[src/rtl/spi_sck_engine.sv]
// SPI SCK generator: programmable half-period divider, CPOL/CPHA modes and bit counting.
// Shift/sample strobes are already resolved for the mode, so the shift register needs no mode logic.
module spi_sck_engine #(
  parameter int DIV_WIDTH = 8,
  parameter int CNT_WIDTH = 6
) (
  input  logic                 clk_i,
  input  logic                 rst_i,
  input  logic                 en_i,
  input  logic                 start_i,
  input  logic                 cpol_i,
  input  logic                 cpha_i,
  input  logic [DIV_WIDTH-1:0] div_i,
  input  logic [CNT_WIDTH-1:0] nbits_i,
  output logic                 busy_o,
  output logic                 done_o,
  output logic                 sck_o,
  output logic                 lead_o,
  output logic                 trail_o,
  output logic                 shift_o,
  output logic                 sample_o,
  output logic [CNT_WIDTH-1:0] bit_cnt_o
);

  typedef enum logic {IDLE, ACTIVE} state_e;

  state_e               state_q, state_d;
  logic [DIV_WIDTH-1:0] div_q, div_d;
  logic [DIV_WIDTH-1:0] hc_q, hc_d;
  logic [CNT_WIDTH-1:0] nbits_q, nbits_d;
  logic [CNT_WIDTH-1:0] bit_cnt_q, bit_cnt_d;
  logic [CNT_WIDTH:0]   edge_q, edge_d;
  logic [CNT_WIDTH:0]   edge_nxt;
  logic [CNT_WIDTH:0]   last_edge;
  logic                 cpol_q, cpol_d, cpha_q, cpha_d;
  logic                 sck_q, sck_d, busy_q, busy_d, done_q, done_d;
  logic                 lead_q, lead_d, trail_q, trail_d;
  logic                 shift_q, shift_d, sample_q, sample_d;

  assign edge_nxt  = edge_q + (CNT_WIDTH+1)'(1);
  assign last_edge = {nbits_q, 1'b0};

  // NOTE: every _d signal gets a default first so no path through this block can infer a latch.
  always_comb begin
    state_d   = state_q;
    div_d     = div_q;
    hc_d      = hc_q;
    nbits_d   = nbits_q;
    bit_cnt_d = bit_cnt_q;
    edge_d    = edge_q;
    cpol_d    = cpol_q;
    cpha_d    = cpha_q;
    sck_d     = sck_q;
    done_d    = 1'b0;
    lead_d    = 1'b0;
    trail_d   = 1'b0;
    shift_d   = 1'b0;
    sample_d  = 1'b0;

    case (state_q)
      IDLE: begin
        sck_d = cpol_i;
        if (start_i && en_i) begin
          div_d     = div_i;
          nbits_d   = nbits_i;
          cpol_d    = cpol_i;
          cpha_d    = cpha_i;
          hc_d      = div_i;
          edge_d    = '0;
          bit_cnt_d = '0;
          if (nbits_i == '0) begin
            done_d = 1'b1;
          end else begin
            state_d = ACTIVE;
            // With cpha=0 the first bit must be on MOSI before the first (sampling) edge.
            shift_d = ~cpha_i;
          end
        end
      end

      default: begin
        if (!en_i) begin
          state_d = IDLE;
          sck_d   = cpol_i;
        end else if (hc_q == '0) begin
          hc_d    = div_q;
          sck_d   = ~sck_q;
          edge_d  = edge_nxt;
          lead_d  = edge_nxt[0];
          trail_d = ~edge_nxt[0];
          if (cpha_q) begin
            shift_d  = lead_d;
            sample_d = trail_d;
          end else begin
            shift_d  = trail_d && (edge_nxt != last_edge);
            sample_d = lead_d;
          end
          bit_cnt_d = bit_cnt_q + CNT_WIDTH'(sample_d);
          if (edge_nxt == last_edge) begin
            state_d = IDLE;
            done_d  = 1'b1;
          end
        end else begin
          hc_d = hc_q - DIV_WIDTH'(1);
        end
      end
    endcase

    busy_d = (state_d == ACTIVE);
  end

  // NOTE: sequential state uses non-blocking assignments only, so every register samples pre-edge values.
  always_ff @(posedge clk_i or posedge rst_i) begin
    if (rst_i) begin
      state_q   <= IDLE;
      div_q     <= '0;
      hc_q      <= '0;
      nbits_q   <= '0;
      bit_cnt_q <= '0;
      edge_q    <= '0;
      cpol_q    <= 1'b0;
      cpha_q    <= 1'b0;
      sck_q     <= 1'b0;
      busy_q    <= 1'b0;
      done_q    <= 1'b0;
      lead_q    <= 1'b0;
      trail_q   <= 1'b0;
      shift_q   <= 1'b0;
      sample_q  <= 1'b0;
    end else begin
      state_q   <= state_d;
      div_q     <= div_d;
      hc_q      <= hc_d;
      nbits_q   <= nbits_d;
      bit_cnt_q <= bit_cnt_d;
      edge_q    <= edge_d;
      cpol_q    <= cpol_d;
      cpha_q    <= cpha_d;
      sck_q     <= sck_d;
      busy_q    <= busy_d;
      done_q    <= done_d;
      lead_q    <= lead_d;
      trail_q   <= trail_d;
      shift_q   <= shift_d;
      sample_q  <= sample_d;
    end
  end

  assign busy_o    = busy_q;
  assign done_o    = done_q;
  assign sck_o     = sck_q;
  assign lead_o    = lead_q;
  assign trail_o   = trail_q;
  assign shift_o   = shift_q;
  assign sample_o  = sample_q;
  assign bit_cnt_o = bit_cnt_q;

endmodule

[config.mk]
export PLATFORM = sky130hd
export DESIGN_NAME = spi_sck_engine
export DESIGN_NICKNAME = d
export VERILOG_FILES = /design/src/rtl/spi_sck_engine.sv
export SDC_FILE = /design/constraint.sdc
export NUM_CORES = 1
export LEC_CHECK = 0
export ABC_AREA = 0
export CAP_MARGIN = 20
export CORE_MARGIN = 5
export CORE_UTILIZATION = 45
export CTS_CLUSTER_SIZE = 24
export DETAILED_ROUTE_END_ITERATION = 10
export GPL_ROUTABILITY_DRIVEN = 1
export PLACE_DENSITY_LB_ADDON = 0.15
export SLEW_MARGIN = 20
export SYNTH_ARGS = -nofsm -noshare
export SYNTH_HDL_FRONTEND = slang
export SYNTH_SLANG_ARGS = --single-unit
[constraint.sdc]
create_clock -name clk_i -period 2.2 [get_ports clk_i]
set_input_delay 0.22 -clock clk_i [delete_from_list [all_inputs] [get_ports clk_i]]
set_output_delay 0.22 -clock clk_i [all_outputs]
set_load 0.05 [all_outputs]
### Cell sizes after repair, run 1

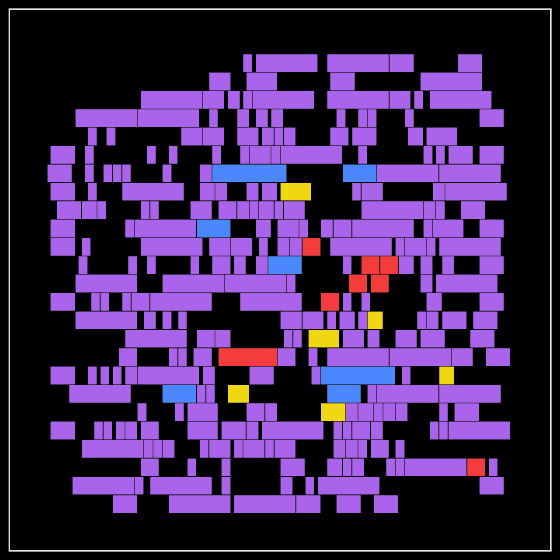
drive 6 and up: drawn in blue, cells 7, share 2.5%. drive 3 to 4: drawn in red, cells 8, share 2.8%. drive 2: drawn in yellow, cells 6, share 2.1%. drive 1 or less: drawn in purple, cells 263, share 93%.

### Met1 routing, run 1

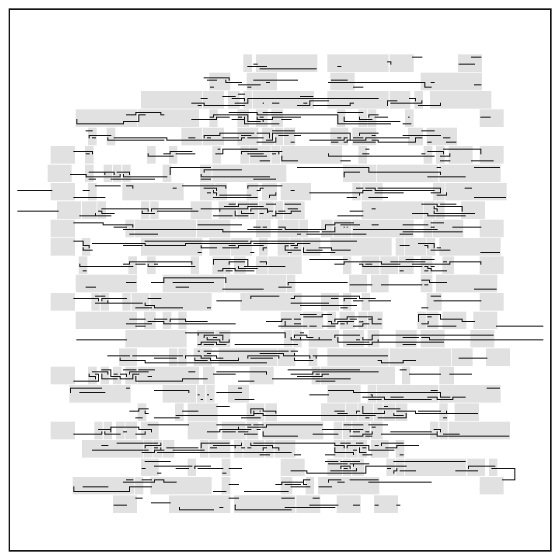
269 nets have wire on it. The longest straight run is 19.8 um.

==> out/metrics.cfg, run 1 <==
[floorplanning]
rows = 25
fp_util_pct = 46.6

[worst_setup_path]
rr_worst_depth = 6
regToRegStartpoint = edge_q[0]
timing.rr.end = done_o
slowest_stage = dfrtp_1
path_common_cell = and3_1
crit_path_end = done_o

[final_timing]
fin_hold_ws_ns = 0.368
period_needed_ns = 2.01

[cells_and_area]
nets = 308

[synthesis]
synth_cell_types = 45
ys_ff = 43
common_cells = nand2_1, dfrtp_1, o21ai_0, nor2_1, xnor2_1
async_flop_share_pct = 100
syn_area_per_cell_um2 = 8.95

[min_path]
hp-class = in -> async

[cts]
cts-root-buf = clkbuf_8
cts_buffers = 5

[outcome]
status = complete, no violations

[global_routing]
grt_max_degree = 44
antenna_found_initial = 0

### Congestion heat map, run 1

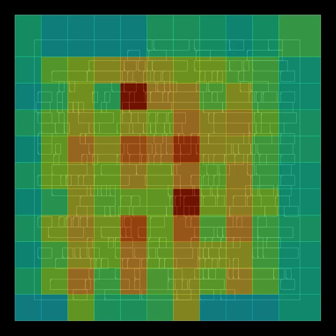
final core occ: 58.1%
routed length per instance: 13.6 um
GR Util All Layers: 16.8%
routing usage on met1: 23.3%
busiest grt layer: met2

[run 1: worst max-delay path: cells and delay by family (launching register included)]
family / cells / cell delay, ns
compound gates: 1 / 0.21
xor+xnor: 1 / 0.14
fa+ha+maj: 1 / 0.31
flops: 1 / 0.48
simple gates: 3 / 0.80
[run 1: state kept, by name (all words and copies together) (netlist names)]
name and count:
bit_cnt_o 6, busy_o 1, cpha_q 1, div_q 8
done_o 1, edge_q 7, hc_q 8, lead_o 1
nbits_q 6, sample_o 1, sck_o 1, shift_o 1
trail_o 1
[run 1: logic make-up after synthesis]
group                      after synthesis  share of synthesized area, %
AOI/OAI and AO/OA                       47                          13.4
xor gates and xnor gates                15                          5.97
adders and majority gates                5                          2.84
buffers and inverters                   15                          3.18
DFF                                     43                          48.9
and+or+nand+nor                        121                          25.7
### Cell density map, run 1

The bar under the picture is 20 um long. 8 x 8 tiles, from dark blue (low) to red (high), 0 to 100% covered.
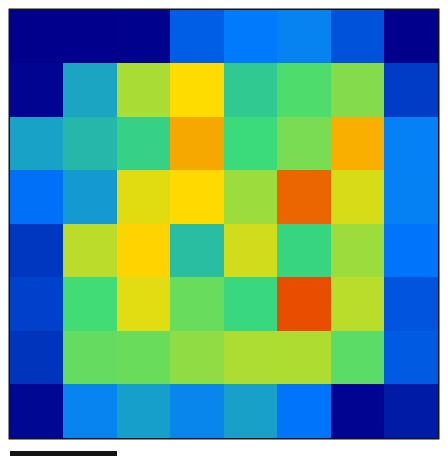

--- run 2 (diff from run 1) ---
--- a/config.mk
+++ b/config.mk
@@ -8,11 +8,12 @@
 export ABC_AREA = 0
 export CAP_MARGIN = 20
 export CORE_MARGIN = 5
-export CORE_UTILIZATION = 45
+export CORE_UTILIZATION = 50
 export CTS_CLUSTER_SIZE = 24
 export DETAILED_ROUTE_END_ITERATION = 10
 export GPL_ROUTABILITY_DRIVEN = 1
 export PLACE_DENSITY_LB_ADDON = 0.15
+export RECOVER_POWER = 50
 export SLEW_MARGIN = 20
 export SYNTH_ARGS = -nofsm -noshare
 export SYNTH_HDL_FRONTEND = slang
### Cell density map, run 2

The bar under the picture is 20 um long. 8 x 8 tiles, from dark blue (low) to red (high), 0 to 100% covered.
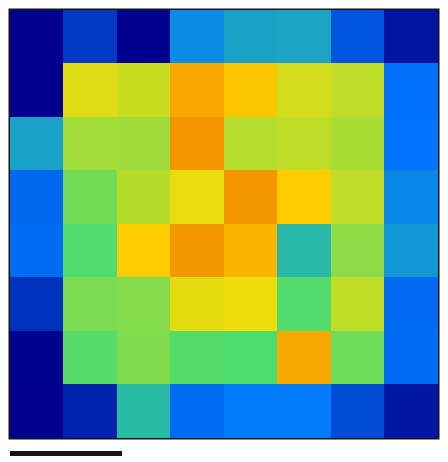
7.8% of the tiles are nearly empty. 14% of the tiles are over 75% full. The mean over all tiles is 46%. The fullest tile reaches 83%.

### Met1 routing, run 2

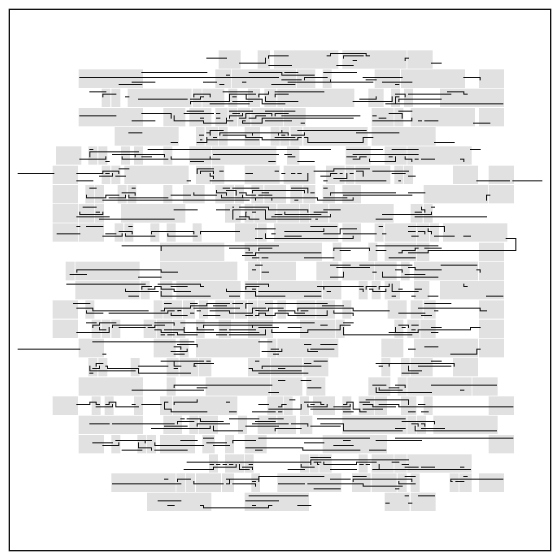
The longest straight run is 28.1 um. The wires run mostly horizontal. The layer holds 49% of the routed length. 265 nets have wire on it.

==> run 2 against run 1 <==
Compared with the run above: combinational power is 0.9% lower; sequential power about the same; core utilization grew 4.8 points; hold slack improved by 0.10 ns.
==> out/metrics.cfg, run 2 <==
[synthesis]
async_flop_share_pct = 100  ; unchanged
common_cells = nand2_1, dfrtp_1, o21ai_0, nor2_1, xnor2_1  ; unchanged
syn_area_per_cell_um2 = 8.95  ; unchanged
ys_ff = 43  ; unchanged
top_logic_kind = simple AND/OR/NAND/NOR gates  ; unchanged
mux_share_pct = 0  ; unchanged
synth_cell_types = 45  ; unchanged
yosys.area_share.xor_xnor_pct = 5.97  ; unchanged

[route]
wire_per_inst_um = 13.3  ; was 13.6 um

[cts]
cts_buffers = 5  ; unchanged
cts-root-buf = clkbuf_8  ; unchanged

[floorplanning]
rows = 24  ; was 25
fp_util_pct = 50.9  ; was 46.6%

[final_timing]
period_needed_ns = 1.93  ; was 2.01 ns
fin_hold_ws_ns = 0.471  ; was 0.368 ns

[global_routing]
grt_max_degree = 44  ; unchanged
antenna_found_initial = 0  ; unchanged
use_met1_pct = 25.0  ; was 23.3%
busiest_layer = met1  ; was met2

[cells_and_area]
nets = 307  ; was 308

[min_path]
hp-class = reg -> reg  ; was in -> async

[outcome]
status = complete, no violations  ; unchanged

## run 2: worst paths after layout
kind                       slack (ns)  depth (start not counted)      start       end
setup / recovery                 0.27                          6  edge_q[0]    done_o
hold / removal                   0.47                          2   div_q[2]  div_q[2]
setup reg to reg                 0.27                          6  edge_q[0]    done_o
hold reg to reg                  0.47                          2   div_q[2]  div_q[2]
max in group asynchronous        0.85                          3      rst_i   hc_q[0]
min in group asynchronous        0.70                          3      rst_i     sck_o
## run 2: critical path: stages (launching register included)
cell,delay (ns)
dfrtp_1,0.47
ha_1,0.29
and3_1,0.22
and3_1,0.22
xnor2_1,0.14
nor4_2,0.35
a2bb2o_1,0.19
Power is estimated from default activity; no workload was simulated.
